==> src/rtl/secuenciador_seleccion_byte.sv <==
// Byte-selection sequencer for a 5x5 kernel line mux.
// Walks every kernel line and every byte position within it, advancing one
// step per accepted handshake (valido && listo_sig). It flags the last byte
// of each line and pulses fin_kernel once a sweep completes.
// Optional macro SECUENCIA_TERMOMETRO_EN adds a registered thermometer-coded
// 'configuracion' output that is aligned with 'seleccion'.
module secuenciador_seleccion_byte #(
    parameter int unsigned LINEAS          = 5,
    parameter int unsigned BYTES_POR_LINEA = 4
) (
    input  logic       clk,
    input  logic       reset,
    input  logic       iniciar,
    input  logic       listo_sig,
    output logic [1:0] seleccion,
    output logic [2:0] linea,
    output logic       valido,
    output logic       ultimo_byte,
    output logic       fin_kernel,
    output logic       ocupado
`ifdef SECUENCIA_TERMOMETRO_EN
    ,
    output logic [2:0] configuracion
`endif
);

    localparam int unsigned SEL_W = 2;
    localparam int unsigned LIN_W = 3;
    localparam int unsigned CFG_W = 3;

    localparam logic [SEL_W-1:0] SEL_ULTIMO = SEL_W'(BYTES_POR_LINEA - 1);
    localparam logic [LIN_W-1:0] LIN_ULTIMA = LIN_W'(LINEAS - 1);

    // Reject parameter values the 2-bit / 3-bit outputs cannot represent
    if (LINEAS == 0 || LINEAS > 8) begin : g_lineas_invalido
        $error("LINEAS must be in 1..8");
    end
    if (BYTES_POR_LINEA == 0 || BYTES_POR_LINEA > 4) begin : g_bytes_invalido
        $error("BYTES_POR_LINEA must be in 1..4");
    end

    typedef enum logic [1:0] {
        REPOSO  = 2'd0,
        BARRIDO = 2'd1,
        FIN     = 2'd2
    } estado_t;

    estado_t           estado_q, estado_d;
    logic [SEL_W-1:0]  seleccion_q, seleccion_d;
    logic [LIN_W-1:0]  linea_q, linea_d;
    logic              valido_q, valido_d;
    logic              fin_kernel_q, fin_kernel_d;
    logic              ocupado_q, ocupado_d;
    logic              transferencia_c;

`ifdef SECUENCIA_TERMOMETRO_EN
    logic [CFG_W-1:0]  configuracion_q, configuracion_d;
`endif

    // A step is consumed when the downstream mux accepts the current selection
    assign transferencia_c = valido_q && listo_sig;

    // Next-state and next-output logic; outputs derive from the next state so
    // they are registered yet still change in the same cycle as the state
    always_comb begin
        estado_d    = estado_q;
        seleccion_d = seleccion_q;
        linea_d     = linea_q;

        unique case (estado_q)
            REPOSO: begin
                if (iniciar) begin
                    estado_d    = BARRIDO;
                    seleccion_d = '0;
                    linea_d     = '0;
                end
            end
            BARRIDO: begin
                if (transferencia_c) begin
                    if (seleccion_q != SEL_ULTIMO) begin
                        seleccion_d = seleccion_q + SEL_W'(1);
                    end else if (linea_q != LIN_ULTIMA) begin
                        seleccion_d = '0;
                        linea_d     = linea_q + LIN_W'(1);
                    end else begin
                        estado_d    = FIN;
                        seleccion_d = '0;
                        linea_d     = '0;
                    end
                end
            end
            FIN: begin
                estado_d = REPOSO;
            end
            default: begin
                estado_d    = REPOSO;
                seleccion_d = '0;
                linea_d     = '0;
            end
        endcase

        valido_d     = (estado_d == BARRIDO);
        fin_kernel_d = (estado_d == FIN);
        ocupado_d    = (estado_d != REPOSO);
    end

`ifdef SECUENCIA_TERMOMETRO_EN
    // Thermometer code of the next selection, forced to zero outside a valid step
    always_comb begin
        configuracion_d = '0;
        if (valido_d) begin
            unique case (seleccion_d)
                2'd0:    configuracion_d = 3'b000;
                2'd1:    configuracion_d = 3'b001;
                2'd2:    configuracion_d = 3'b011;
                2'd3:    configuracion_d = 3'b111;
                default: configuracion_d = 3'b000;
            endcase
        end
    end
`endif

    // State and output registers; reset overrides any transfer in the same cycle
    always_ff @(posedge clk) begin
        if (reset) begin
            estado_q     <= REPOSO;
            seleccion_q  <= '0;
            linea_q      <= '0;
            valido_q     <= 1'b0;
            fin_kernel_q <= 1'b0;
            ocupado_q    <= 1'b0;
        end else begin
            estado_q     <= estado_d;
            seleccion_q  <= seleccion_d;
            linea_q      <= linea_d;
            valido_q     <= valido_d;
            fin_kernel_q <= fin_kernel_d;
            ocupado_q    <= ocupado_d;
        end
    end

`ifdef SECUENCIA_TERMOMETRO_EN
    // Thermometer register, kept beside seleccion so both update together
    always_ff @(posedge clk) begin
        if (reset) begin
            configuracion_q <= '0;
        end else begin
            configuracion_q <= configuracion_d;
        end
    end

    assign configuracion = configuracion_q;
`endif

    assign seleccion   = seleccion_q;
    assign linea       = linea_q;
    assign valido      = valido_q;
    assign fin_kernel  = fin_kernel_q;
    assign ocupado     = ocupado_q;
    // Last-byte flag is decoded directly from the registered selection
    assign ultimo_byte = valido_q && (seleccion_q == SEL_ULTIMO);

endmodule

==> config.mk <==
export PLATFORM = sky130hd
export DESIGN_NAME = secuenciador_seleccion_byte
export DESIGN_NICKNAME = d
export VERILOG_FILES = /design/src/rtl/secuenciador_seleccion_byte.sv
export SDC_FILE = /design/constraint.sdc
export NUM_CORES = 1
export LEC_CHECK = 0
export CAP_MARGIN = 20
export CORE_AREA = 2 2 39 41
export CTS_CLUSTER_SIZE = 8
export DETAILED_ROUTE_END_ITERATION = 8
export DIE_AREA = 0 0 41 43
export SETUP_SLACK_MARGIN = 0.05
export SLEW_MARGIN = 20
export SYNTH_ARGS = -nofsm -noshare
export SYNTH_HDL_FRONTEND = slang
export SYNTH_SLANG_ARGS = --single-unit
==> constraint.sdc <==
create_clock -name clk -period 3.65 [get_ports clk]
set_input_delay 0.73 -clock clk [delete_from_list [all_inputs] [get_ports clk]]
set_output_delay 0.73 -clock clk [all_outputs]
set_load 0.01 [all_outputs]
clk_routes.png
Bar = 10 µm.
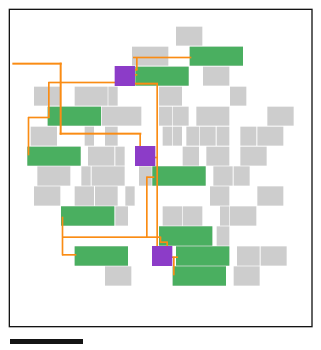
legend:
  orange:
    item: clock wires
    length: 129 µm
  purple:
    item: clock drivers
    count: 3
  green:
    item: flip-flops
    count: 10
routed clock nets: 4

logic_types.png
Bar = 10 µm.
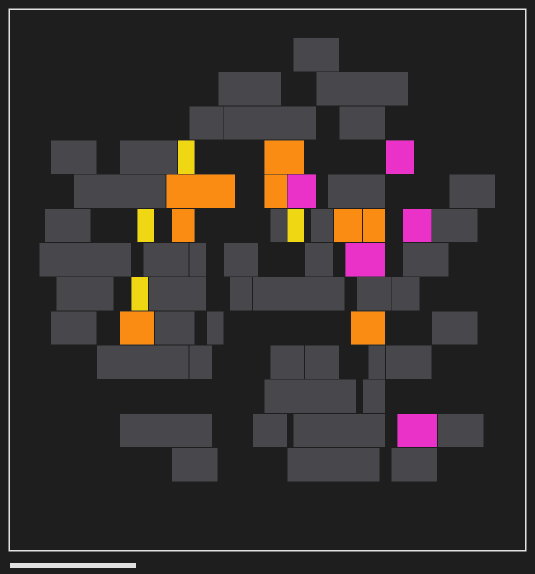
legend:
  orange:
    family: aoi and oai cells
    cells: 8
  magenta:
    family: and/or cells
    cells: 5
  yellow:
    family: inv cells
    cells: 4
Layout Cells excl Fill: 79
Comb/total area: 0.385

placement_by_type.png
Bar = 10 µm.
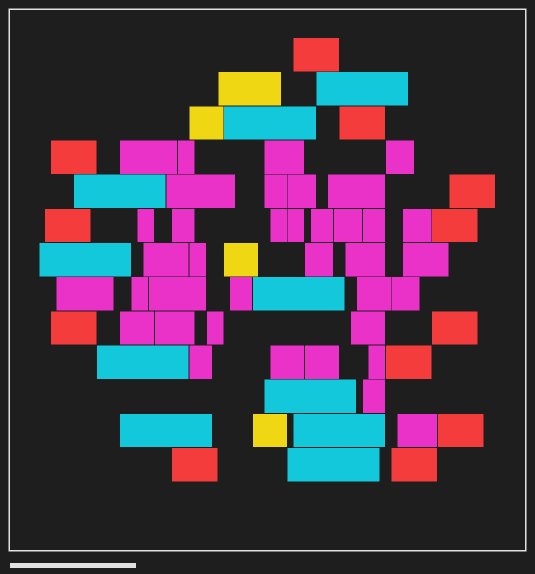
legend:
  cyan:
    class: sequential cells
    cells: 10
  yellow:
    class: clock drivers and dummy loads
    cells: 4
  red:
    class: remaining buffers and delay cells
    cells: 12
  magenta:
    class: combinational and other logic
    cells: 37

power_grid.png
Pins as bars on the die edge. Tap cells in grey.
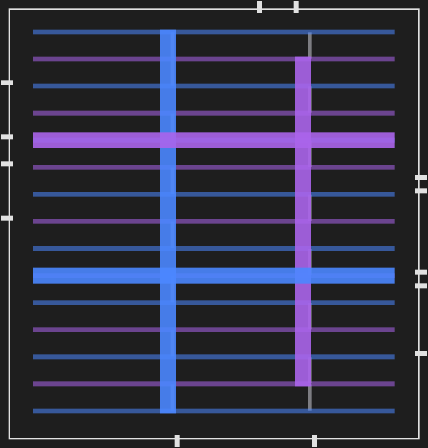
legend:
  blue:
    net: VSS
  purple:
    net: VDD
met4 straps: 2
rows: 14

clocks.png
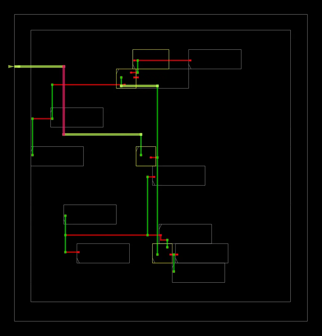
Inserted Clock Buffers: 3
P_clk: 95.9 µW

==> deck_impl_summary.md <==
Key Metrics from the Run

Power
  • Maximum vdd ir drop: 0.180 mV
  • Sw Share: 0.203
  • Switching power total: 46.4 µW
  • Static Leak: 0.000224 µW
  • Tot Pwr: 229 µW
  • Internal power contribution: 182 µW
  • Sequential share of power: 0.501
  • P per Cell Area: 359 nW/µm²
  • Combinational share of power: 0.080
  • Power share of the clock group: 0.420

Synthesis
  • YS chip area: 465 µm²
  • Async SR Flop Fraction: 0
  • Distinct lib cells used: 28
  • Registers, synthesis: 10
  • Syn nets: 55
  • Post-synth EDFFs: 0
  • Synth Flop Type: dfxtp_1
  • YS warnings: 0
  • Biggest area consumer among synthesized cells: dfxtp_1
  • Synth Area per Inst: 9.70 µm²
  • Cell with the most instances after synthesis: dfxtp_1
  • Cell count in the Yosys report: 48
  • Syn Std Cell Area: 465 µm²
  • Dominant cell area share: 0.430
  • Top cells by count, synth: 10 x dfxtp_1, 4 x inv_1, 3 x ha_1, 3 x nor2_1, 3 x nor3_1
  • Synth Seq Share: 0.430
  • Post-synthesis cell count: 48
  • Cell area leaders: dfxtp_1 43%, ha_1 8.1%, nor3_1 3.2%

Final timing
  • Final setup fails: 0
  • Period minus WS final: 2.20 ns
  • Cycle use final: 0.603
  • Peak Freq: 0.454 GHz
  • Worst slew pin tran: 0.336 ns
  • Post-route setup slack: 1.45 ns
  • RSZ-0062 raised after global routing: no
  • Post-Route Setup TNS: 0 ns
  • Setup Skew: 0.00131 ns
  • Hold_ws: 0.519 ns
  • Final count of hold timing violations: 0
  • Slew margin rel.: 0.774
  • Slew Viols, Final: 0

Global routing
  • Largest net degree at the start of global routing: 9
  • First-pass GRT wire length: 1400 µm
  • Number of global-route vias before repair: 351
  • M2 GR Usage: 0.150
  • Grt met3 use: 0.0314
  • GR peak layer: met1
  • GRT overflow: 0
  • Met1 GRT Util: 0.167
  • Initial antenna violation count: 0
  • Gr usage total: 0.121

Clock network
  • CTS Hold Bufs: 0
  • Insertion Delay late pin: 0.26 ns
  • Post-CTS sizing: 0
  • CTS H-Tree Depth: 1
  • Clk slew on worst S/H paths: 0.06 ns
  • CTS root buf: clkbuf_4
  • Post-CTS Repair Setup Buffers: 0
  • CTS tree: yes
  • Clk sinks: 10
  • CTS max path bufs: 2

Detailed routing
  • Iteration-0 DRC Markers: 8
  • TritonRoute pass-1 iters: 4
  • WL/cell: 11.4 µm
  • Final wirelength: 899 µm
  • Vias per cell: 5.04
  • Residual DRC: 0
  • Routed via count: 398
  • Detail Route Antenna Nets: 0

Layout
  • Share of cells above drive strength 1: 0.127
  • Post-route cell area: 637 µm²
  • Antenna Cells: 0
  • Nets: 71
  • Most numerous logic cell after layout: clkdlybuf4s50_1
  • Area grow syn2layout: 36.8%
  • Core Util, Final: 0.460
  • Dominant logic cell types in the final layout: 12 x clkdlybuf4s50_1, 10 x dfxtp_1, 4 x inv_1

Worst setup path
  • Worst setup EP type: primary output
  • FF-to-FF setup slack: 2.23 ns
  • RR Startpoint: seleccion[1]$_SDFFE_PP0P_
  • Setup CP Type: reg -> out
  • Critical Path Start: seleccion[1]$_SDFFE_PP0P_
  • CP required: 2.92 ns
  • CP delay by family, top: buffers and inverters
  • Critical Path Max Stage Delay: 0.52 ns
  • Critical Path AT: 1.47 ns
  • CP cell instances: ha_1, and2_1, clkdlybuf4s50_1
  • CP Launch Type: flop
  • CP Buf/Inv Count: 1
  • CP max FO: 3
  • Slowest CP cell: clkdlybuf4s50_1

Die
  • IO Pins: 13
  • Core Region: 1380 µm²
  • FP Core Util: 0.336
  • DIE AREA: 1760 µm²
  • Die width: 41 µm
  • Std-Cell Rows: 14
  • Die Height: 43 µm

Flow run
  • Tool warnings: 27
  • Max Cap Viol: 0

Min path
  • Worst Hold Class: reg -> reg
  • Hold Crit Start: seleccion[0]$_SDFFE_PP0P_

Placed design
  • Post-DP HPWL: 667 µm
  • Dpl cells: 75
  • Placed inst area: 601 µm²
  • Final GP Congestion: 0.687
  • Dpl ws: 1.50 ns
  • Buffers on Ports: 12

Outcome
  • Status: finished clean
==> power by group through the flow <==
| stage | sequential (µW) | clock (µW) | combinational, µW |
|---|---|---|---|
| 2_1_floorplan | 117 | 0 | 8.54 |
| 3_3_place_gp | 117 | 0 | 18.6 |
| 3_5_place_dp | 117 | 0 | 18.3 |
| 4_1_cts | 114 | 102 | 18.4 |
| 5_1_grt | 115 | 107 | 20.1 |
| 6_report | 114 | 95.9 | 18.2 |
==> tightest hold or removal path, delay by kind of cell (launching register included) <==
family | cells | cell delay [ns]
AND-OR/OR-AND | 2 | 0.14
flip-flops | 1 | 0.33
==> layout make-up <==
class	instances	area [µm²]
fillers	142	747
repair buffers	12	120
well taps	16	20.0
multi-input cells	33	245
inverters	4	15.0
clock buffers	4	36.3
flip-flops and latches	10	200
==> metal layers <==
metal,routed length [µm],part of all wire,vias to the layer above
li1,-,-,211
met1,443,0.49,172
met2,378,0.42,13
met3,67,0.075,2
met4,9,0.010,0
met5,0,0,-
==> flip-flops by register name, summed over array words and instances (netlist names) <==
register and cells:
ocupado 1, fin_kernel 1, seleccion 2, estado_q 2
valido 1, linea 3
==> logic make-up (layout without fill, tap and decap cells) <==
group	Yosys count	in the layout	synth area share
and+or+nand+nor	17	17	0.223
AOI/OAI and AO/OA	13	13	0.223
DFF	10	10	0.430
buffers and inverters	5	20	0.0430
adders and majority gates	3	3	0.0807
==> final timing paths <==
path | to | depth (start not counted)
worst max-delay path | ultimo_byte | 3
worst max register to register | linea[2]$_SDFFE_PP0P_ | 4
worst min-delay path | seleccion[0]$_SDFFE_PP0P_ | 2
worst min register to register | seleccion[0]$_SDFFE_PP0P_ | 2
No activity file was given, so power comes from the tool's default toggle rates.
